<file path="src/rtl/k423_id2ex_pipe.sv">
// k423 ID->EX pipeline register.
// Holds the ID bundle for EX under a valid/ready handshake. When a load in EX
// writes a register that the waiting ID instruction reads, this block inserts
// LU_BUBBLES bubbles. An EX flush empties the register and blocks ID.
module k423_id2ex_pipe #(
    parameter int XLEN       = 32,
    parameter int RIDX_W     = 5,
    parameter int UOP_W      = 16,
    parameter int LU_BUBBLES = 1
) (
    input  logic              clk_i,
    input  logic              rst_i,
    input  logic              id_vld_i,
    output logic              id_rdy_o,
    input  logic [XLEN-1:0]   id_pc_i,
    input  logic [XLEN-1:0]   id_imm_i,
    input  logic [XLEN-1:0]   id_rs1_data_i,
    input  logic [XLEN-1:0]   id_rs2_data_i,
    input  logic [UOP_W-1:0]  id_uop_i,
    input  logic              id_rs1_vld_i,
    input  logic              id_rs2_vld_i,
    input  logic [RIDX_W-1:0] id_rs1_idx_i,
    input  logic [RIDX_W-1:0] id_rs2_idx_i,
    input  logic              id_rd_vld_i,
    input  logic [RIDX_W-1:0] id_rd_idx_i,
    input  logic              id_load_i,
    input  logic              flush_i,
    output logic              ex_vld_o,
    input  logic              ex_rdy_i,
    output logic [XLEN-1:0]   ex_pc_o,
    output logic [XLEN-1:0]   ex_imm_o,
    output logic [XLEN-1:0]   ex_rs1_data_o,
    output logic [XLEN-1:0]   ex_rs2_data_o,
    output logic [UOP_W-1:0]  ex_uop_o,
    output logic              ex_rd_vld_o,
    output logic [RIDX_W-1:0] ex_rd_idx_o,
    output logic              ex_load_o,
    output logic [31:0]       perf_stall_cnt_o
);

    // Loaded when the load leaves EX; that edge itself is the first bubble.
    localparam logic [1:0] BCNT_LOAD = 2'(LU_BUBBLES - 1);

    logic              v_q, v_d;
    logic [1:0]        bcnt_q, bcnt_d;
    logic [XLEN-1:0]   pc_q, pc_d, imm_q, imm_d, rs1_q, rs1_d, rs2_q, rs2_d;
    logic [UOP_W-1:0]  uop_q, uop_d;
    logic              rd_vld_q, rd_vld_d, load_q, load_d;
    logic [RIDX_W-1:0] rd_idx_q, rd_idx_d;
    logic [31:0]       stall_cnt_q, stall_cnt_d;

    logic advance, hz_match, hazard, id_rdy, accept;

    // Handshake, hazard detection and next-state computation.
    always_comb begin
        advance  = ~v_q | ex_rdy_i;
        hz_match = v_q & load_q & rd_vld_q & (rd_idx_q != '0) & id_vld_i &
                   ((id_rs1_vld_i & (id_rs1_idx_i == rd_idx_q)) |
                    (id_rs2_vld_i & (id_rs2_idx_i == rd_idx_q)));
        hazard   = hz_match | (bcnt_q != 2'd0);
        id_rdy   = advance & ~hazard & ~flush_i;
        accept   = id_vld_i & id_rdy;

        v_d         = v_q;
        bcnt_d      = bcnt_q;
        pc_d        = pc_q;
        imm_d       = imm_q;
        rs1_d       = rs1_q;
        rs2_d       = rs2_q;
        uop_d       = uop_q;
        rd_vld_d    = rd_vld_q;
        rd_idx_d    = rd_idx_q;
        load_d      = load_q;
        stall_cnt_d = stall_cnt_q;

        if (flush_i) begin
            v_d    = 1'b0;
            bcnt_d = 2'd0;
        end else begin
            if (advance) begin
                v_d = accept;
                if (accept) begin
                    pc_d     = id_pc_i;
                    imm_d    = id_imm_i;
                    rs1_d    = id_rs1_data_i;
                    rs2_d    = id_rs2_data_i;
                    uop_d    = id_uop_i;
                    rd_vld_d = id_rd_vld_i;
                    rd_idx_d = id_rd_idx_i;
                    load_d   = id_load_i;
                end
            end
            if (hz_match & ex_rdy_i) begin
                bcnt_d = BCNT_LOAD;
            end else if ((bcnt_q != 2'd0) & advance) begin
                bcnt_d = bcnt_q - 2'd1;
            end
        end

        if (id_vld_i & ~id_rdy & ~flush_i & (stall_cnt_q != 32'hFFFF_FFFF)) begin
            stall_cnt_d = stall_cnt_q + 32'd1;
        end
    end

    // State register with synchronous reset.
    always_ff @(posedge clk_i) begin
        if (rst_i) begin
            v_q         <= 1'b0;
            bcnt_q      <= 2'd0;
            pc_q        <= '0;
            imm_q       <= '0;
            rs1_q       <= '0;
            rs2_q       <= '0;
            uop_q       <= '0;
            rd_vld_q    <= 1'b0;
            rd_idx_q    <= '0;
            load_q      <= 1'b0;
            stall_cnt_q <= '0;
        end else begin
            v_q         <= v_d;
            bcnt_q      <= bcnt_d;
            pc_q        <= pc_d;
            imm_q       <= imm_d;
            rs1_q       <= rs1_d;
            rs2_q       <= rs2_d;
            uop_q       <= uop_d;
            rd_vld_q    <= rd_vld_d;
            rd_idx_q    <= rd_idx_d;
            load_q      <= load_d;
            stall_cnt_q <= stall_cnt_d;
        end
    end

    assign id_rdy_o         = id_rdy;
    assign ex_vld_o         = v_q;
    assign ex_pc_o          = pc_q;
    assign ex_imm_o         = imm_q;
    assign ex_rs1_data_o    = rs1_q;
    assign ex_rs2_data_o    = rs2_q;
    assign ex_uop_o         = uop_q;
    assign ex_rd_vld_o      = v_q & rd_vld_q;
    assign ex_rd_idx_o      = rd_idx_q;
    assign ex_load_o        = v_q & load_q;
    assign perf_stall_cnt_o = stall_cnt_q;

endmodule

</file>
<file path="config.mk">
export PLATFORM = sky130hd
export DESIGN_NAME = k423_id2ex_pipe
export DESIGN_NICKNAME = d
export VERILOG_FILES = /design/src/rtl/k423_id2ex_pipe.sv
export SDC_FILE = /design/constraint.sdc
export NUM_CORES = 1
export LEC_CHECK = 0
export ABC_AREA = 0
export CAP_MARGIN = 30
export CELL_PAD_IN_SITES_DETAIL_PLACEMENT = 1
export CELL_PAD_IN_SITES_GLOBAL_PLACEMENT = 1
export CORE_MARGIN = 5
export CORE_UTILIZATION = 30
export CTS_BUF_LIST = sky130_fd_sc_hd__clkbuf_8
export DETAILED_ROUTE_END_ITERATION = 10
export MAX_ROUTING_LAYER = met4
export PLACE_DENSITY = 0.95
export SLEW_MARGIN = 5
export SYNTH_ARGS = -nofsm -noshare
export SYNTH_HDL_FRONTEND = slang
export SYNTH_SLANG_ARGS = --single-unit
</file>
<file path="constraint.sdc">
create_clock -name clk_i -period 6.41 [get_ports clk_i]
set_input_delay 1.282 -clock clk_i [delete_from_list [all_inputs] [get_ports clk_i]]
set_output_delay 1.282 -clock clk_i [all_outputs]
set_load 0.02 [all_outputs]
</file>
Fig. 1: run 1, routing congestion
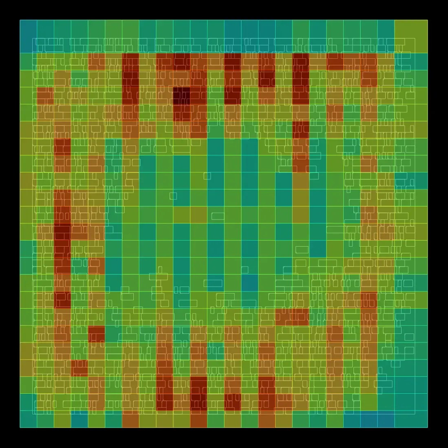
Final Util: 48.2%
post-DR wirelength/cell: 18.1 um

Fig. 2: run 1, the metal 3 layer
Drawn at 3 px/um.
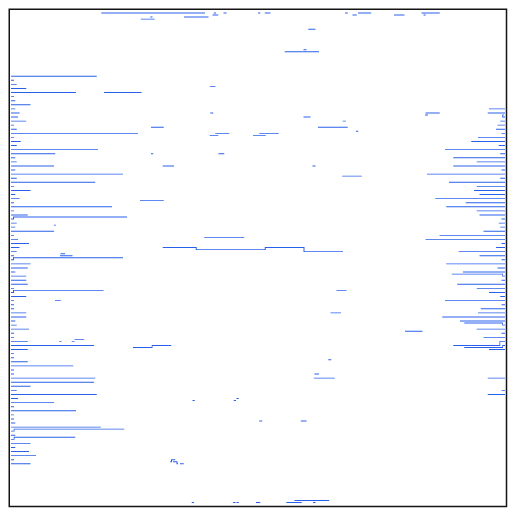
share of all routed wire = 6.0%
nets with wire on the layer = 193
via count: 7596
wirelength, routed: 28200 um
met3 Usage GRT: 5.24%

Fig. 3: run 1, drive-strength map
Drawn at 2 px/um.
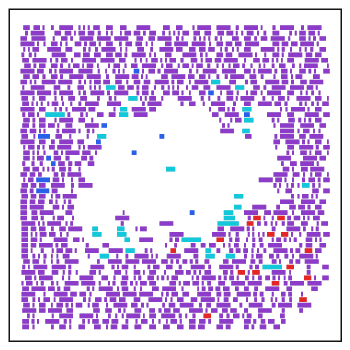
purple -> _0 and _1 cells  # cells 1180
cyan -> _6 and larger  # cells 30
red -> _2 cells  # cells 15
blue -> _3 and _4 cells  # cells 13
final instance area: 0.0114 sq mm
area grow syn2layout: 57.6%
Final WS setup: 1.64 ns

Fig. 4: run 1, placed cells, one colour a class
Drawn at 2 px/um. Fill, decap, tap and diode cells in grey.
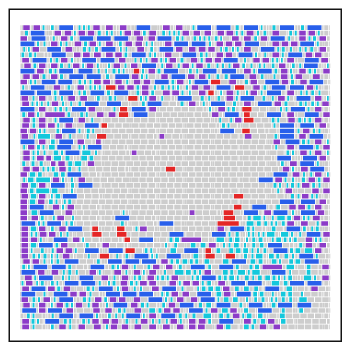
red -> clock drivers and dummy loads  # cells 30, share of their area 3.5%
purple -> other buffers and delay cells  # cells 361, share of their area 33%
cyan -> combinational and other logic  # cells 661, share of their area 29%
blue -> flops  # cells 186, share of their area 34%
row count: 56
core area: 0.0236 sq mm
sequential cell area share: 32.7%

run 1: layout by cell type (no fill, tap or decap), types with 2 or more instances in the layout:
master	count
a21oi_1	170
and2_1	5
and3_1	6
and4_1	3
buf_16	3
buf_4	6
clkbuf_8	17
clkdlybuf4s50_1	351
clkinv_4	4
dfxtp_1	186
ha_1	2
inv_1	7
inv_6	3
inv_8	4
mux2_2	13
nand2_1	322
nand3_1	14
nand4_1	6
nor2_1	24
nor2b_1	12
nor3_1	8
nor3b_1	2
nor4_1	6
o21ai_0	3
o31ai_1	16
or4_1	17
xnor2_1	11
run 1: cell type report:
class                   count  share of cell area, %
flip-flops and latches    186                   32.7
repair buffers            361                   32.1
multi-input cells         654                   28.1
well taps                 319                   3.51
clock buffers              17                   2.05
clock inverters            13                   1.34
inverters                   7                  0.231
run 1: power by group through the flow:
stage	logic, mW	clock network (mW)	registers, mW
global placement	0.394	0	1.25
global route	0.436	0.868	1.24
CTS	0.413	0.831	1.23
floorplan	0.112	0	1.31
detailed placement	0.412	0	1.26
finish	0.407	0.795	1.23
run 1: flip-flops by register name (all words and copies together), names as in the netlist:
register          count
ex_pc_o              32
perf_stall_cnt_o     32
ex_imm_o             32
rd_vld_q              1
ex_uop_o             16
bcnt_q                2
ex_vld_o              1
ex_rs2_data_o        32
ex_rd_idx_o           5
ex_rs1_data_o        32
load_q                1
run 1: per-layer routing:
layer | vias to the layer above | track usage, % | share of wire, %
met5 | - | - | 0
met4 | 0 | 8.24 | 3.8
met3 | 64 | 5.24 | 6.0
met2 | 240 | 36.0 | 52
met1 | 3629 | 21.3 | 38
li1 | 3663 | - | -
run 1: cells by family (layout without fill, tap and decap cells):
kind of cell	Yosys count	in the layout
compound gates	199	199
mux	13	13
buf+inv	73	398
fa+ha+maj	2	2
xor+xnor	11	11
flops	186	186
simple gates	429	429
==> run summary, run 1 <==
impl run done, here's what came out: total grt overflow=0, Synth top cells by count=nand2_1, dfxtp_1, a21oi_1, Pint=1.73 mW, CTS Buf Count=17, Final Cycle Share=74.4%, Placed Area=0.0110 sq mm, # Cells Yosys=913, critical path depth=6, Top logic family=simple AND/OR/NAND/NOR gates, Unique cell types=37, synth top area cells=dfxtp_1, nand2_1, a21oi_1, DR vias/cell=4.88, Reg2Reg Setup Slack=3.36 ns, Adder Area Share=0.346%, Area leader share=51.5%, largest net degree at the start of global routing=111, unrepaired setup endpoints after global routing=no, CP top delay family=buffers and inverters, clk sink count=186, fp util=30.6%, CTS HTree Levels=4, Hold EP=ex_rs2_data_o[23], Synth top cell by count=nand2_1, Fmax=0.210 GHz, die area=0.0273 sq mm, nets=between 1k and 1.5k, sw power=about 0.7 mW, root buf cell=clkbuf_8, Avg Cell Area, Syn=7.92 sq um, Max clock buf depth=2, Setup Viol. Count Final=0, Comb pwr share=16.7%, Max Slew Vio Count=0, CP endpoint=id_rdy_o, vias in the first global route=8180, number of enable flip-flop cells=0, CP Buf/Inv Count=2, Seq share, synth=51.5%, Worst-Skew Late Latency=0.46 ns, Static Leak=around 4 nW, Worst Reg2Reg Path Length in Cells=7, fin cells=1557, CP Capture Type=primary output, Hold Crit Class=flip-flop to flip-flop, Flop area=0.00372 sq mm, setup_tns=0 ns, ao+oa area frac=roughly 15%, 1st-iter DRT viols=between 200 and 300, Buffers on Ports=352, Peak VDD IR=113 uV, status=finished clean, synthesis warning total=0, Main synth FF type=dfxtp_1, cell taking the most area after synthesis=dfxtp_1, Reg-to-Reg Start=ex_rd_idx_o[2], Clk pwr share=about a third, CP cell instances=clkdlybuf4s50_1, xnor2_1, nand4_1, o22ai_1, a21oi_1, clkdlybuf4s50_1, Max stage delay on crit path=0.60 ns, most frequent CP cell=clkdlybuf4s50_1, Worst Hold Slack=0.461 ns, Crit Path Max Fanout=5, ys flops=186
--- run 2 (diff from run 1) ---
--- a/config.mk
+++ b/config.mk
@@ -10,11 +10,11 @@
 export CELL_PAD_IN_SITES_DETAIL_PLACEMENT = 1
 export CELL_PAD_IN_SITES_GLOBAL_PLACEMENT = 1
 export CORE_MARGIN = 5
-export CORE_UTILIZATION = 30
+export CORE_UTILIZATION = 29
 export CTS_BUF_LIST = sky130_fd_sc_hd__clkbuf_8
 export DETAILED_ROUTE_END_ITERATION = 10
 export MAX_ROUTING_LAYER = met4
-export PLACE_DENSITY = 0.95
+export PLACE_DENSITY = 0.93
 export SLEW_MARGIN = 5
 export SYNTH_ARGS = -nofsm -noshare
 export SYNTH_HDL_FRONTEND = slang
==> constraint.sdc (replaced) <==
create_clock -name clk_i -period 4.6 [get_ports clk_i]
set_input_delay 0.92 -clock clk_i [delete_from_list [all_inputs] [get_ports clk_i]]
set_output_delay 0.92 -clock clk_i [all_outputs]
set_load 0.02 [all_outputs]
==> run summary, run 2 <==
impl run done, here's what came out: status=finished clean, Setup CP Type=input pin to primary output, Place WS=0.775 ns, drc violations=0, CTS HTree Levels=4 (unchanged), die area=0.0282 sq mm (+3.2%), Area leader share=51.5% (unchanged), cell taking the most area after synthesis=dfxtp_1, antenna-violating nets left=0, total power=3.36 mW, CP Capture Type=primary output, Worst Clk Skew=0.0253 ns, most frequent CP cell=clkdlybuf4s50_1, wirelength, routed=27900 um (-1.1%), Fillers=2910, CTS Buf Count=17 (unchanged), drt pass-1 iters=4, max-cap viol count=0, Main synth FF type=dfxtp_1, PwrDens=295 mW/mm^2, most frequent cells in the layout=clkdlybuf4s50_1, nand2_1, dfxtp_1, RePlAce Congestion=approximately 0.84, syn nets=about 1.1k, setup_tns=0 ns (unchanged), chip height=168 um, Hold Crit Class=flip-flop to flip-flop, fp util=29.5% (-1.1 points), vias in the first global route=8026 (-1.9%), normalized max-slew margin=43.1%, post-CTS setup buffers=0, Crit Path Max Fanout=5 (unchanged), share of layout cells above drive strength 1=under 10%, Final Hold Violation Tally=0, Max stage delay on crit path=0.66 ns (+0.06 ns), cells after synthesis=approximately 900, nets=1398 (+0.072%), unrepaired setup endpoints after global routing=no, Worst-Skew Late Latency=0.45 ns (about the same), WP data arrival=2.88 ns, Seq share, synth=51.5% (unchanged), Buffers on Ports=352 (unchanged), Placed Area=0.0110 sq mm (+0.33%), CTS tree=built, number of hold buffers added after cts=0, critical-path cell with the highest stage delay=clkdlybuf4s50_1, Synth top cell by count=nand2_1, Post-CTS Resized=0, clock-pin slew on the worst setup and hold paths=0.09 ns, 1st-iter DRT viols=456 (+60%), Commonest Layout Cell=clkdlybuf4s50_1, Fmax=roughly 0.26 GHz, Critical Path Source Type=input pin, via count=7581 (-0.20%), first-pass GRT wire length=43200 um, Max clock buf depth=2 (unchanged), Max Slew Vio Count=0 (unchanged), Peak VDD IR=167 uV (+49%), Avg Cell Area, Syn=7.92 sq um (unchanged), root buf cell=clkbuf_8, synth top area cells=dfxtp_1, nand2_1, a21oi_1, Least-Margin Pin Slew=between 0.8 and 0.9 ns, ys async rst share=0%, row count=57 (+1.8%), Synth top cells by count=nand2_1, dfxtp_1, a21oi_1, GRT Resource Usage Total=19.5%, worst path required time=3.68 ns, Final Cycle Share=82.6%, clk sink count=186 (unchanged), # Cells Yosys=913 (unchanged), CP Buf/Inv Count=3 (+1), CP cell instances=clkdlybuf4s50_1, xnor2_1, nand2_1, o22ai_1, buf_4, a21oi_1, clkdlybuf4s50_1, ys flops=186 (unchanged), total grt overflow=0 (unchanged), tool warnings=30, Worst Hold Slack=0.459 ns (-0.00145 ns), DR vias/cell=4.85 (-0.64%), fin crit period=3.80 ns, yosys stat chip area=0.00723 sq mm, Static Leak=3.95 nW (+0.35%), number of enable flip-flop cells=0 (unchanged), DPL Wire Length=approximately 21000 um, die width=between 150 and 200 um, largest net degree at the start of global routing=108 (-2.7%), core area=0.0245 sq mm (+3.6%), Setup Viol. Count Final=0 (unchanged), area of the mapped netlist=0.00723 sq mm, I/O pin total=353, Unique cell types=37 (unchanged), n_diodes=0, initial antenna violation count=0, CP top delay family=buffers and inverters, synthesis warning total=0 (unchanged)
## run 2: cell counts after synthesis
Identical to the previous run, type by type.
## run 2: tightest hold or removal path, delay by kind of cell (launching register included)
family / cells / cell delay, ns
simple gates: 1 / 0.05
compound gates: 1 / 0.05
flops: 1 / 0.32
## run 2: worst paths after layout
kind | slack [ns] | cells past startpoint | start | end
hold / removal | 0.46 | 2 | ex_uop_o[9] | ex_uop_o[9]
hold reg to reg | 0.46 | 2 | ex_uop_o[9] | ex_uop_o[9]
setup reg to reg | 1.96 | 6 | ex_rd_idx_o[0] | ex_pc_o[25]
setup / recovery | 0.80 | 7 | id_rs2_idx_i[2] | id_rdy_o
## run 2: routing by layer
layer	part of all wire, %	track usage (%)	wire (um)
met1	40	21.7	11200
met2	51	33.9	14200
met3	5.7	4.92	1600
met4	3.2	6.67	905
met5	0	-	0
## run 2: metrics by stage
stage	instances	utilization, %
global route	1564	46.6
finish	1564	46.6
floorplan	913	-
detailed placement	1533	45.1
CTS	1564	46.6
global placement	1531	44.9
## run 2: layout make-up
cell class / count / area, sq um / area share [%]
Multi-Input combinational cell: 654 / 3200 / 28.0
Sequential cell: 186 / 3720 / 32.6
Clock inverter: 13 / 124 / 1.09
Timing Repair Buffer: 362 / 3680 / 32.3
Inverter: 7 / 26.3 / 0.230
Tap cell: 324 / 405 / 3.55
Clock buffer: 18 / 248 / 2.17
## run 2: kinds of logic after synthesis
group,synth area share (%)
simple gates,25.3
compound gates,15.0
flops,51.5
buf+inv,4.54
mux,2.03
xor+xnor,1.33
fa+ha+maj,0.346
## run 2: power breakdown
part	switching, mW	internal (mW)
sequential	0.0383	1.68
clock	0.663	0.415
combinational	0.280	0.292
Fig. 5: run 2, routing congestion
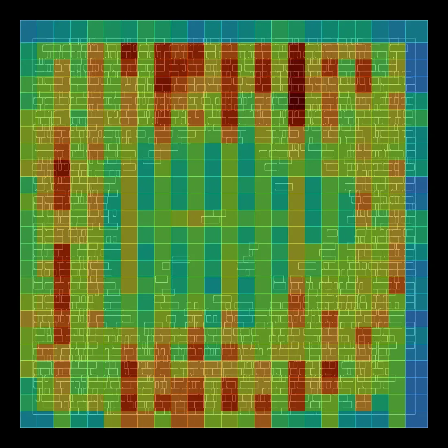
grt peak-use layer: met2
post-DR wirelength/cell: 17.8 um
met3 Usage GRT: 4.92%

Fig. 6: run 2, drive-strength map
Drawn at 2 px/um.
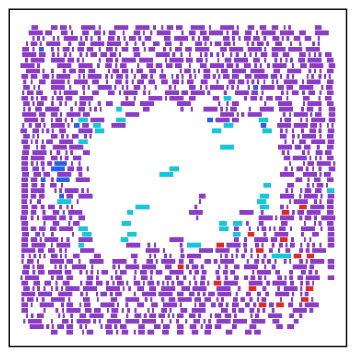
red -> _2 cells  # cells 15
blue -> _3 and _4 cells  # cells 10
purple -> _0 and _1 cells  # cells 1181
cyan -> _6 and larger  # cells 34
final instance area: 0.0114 sq mm
Signal buffers: 362
Final WS setup: 0.799 ns
area grow syn2layout: 57.9%

Power figures rest on the tool's default switching activity, not on a simulated workload.
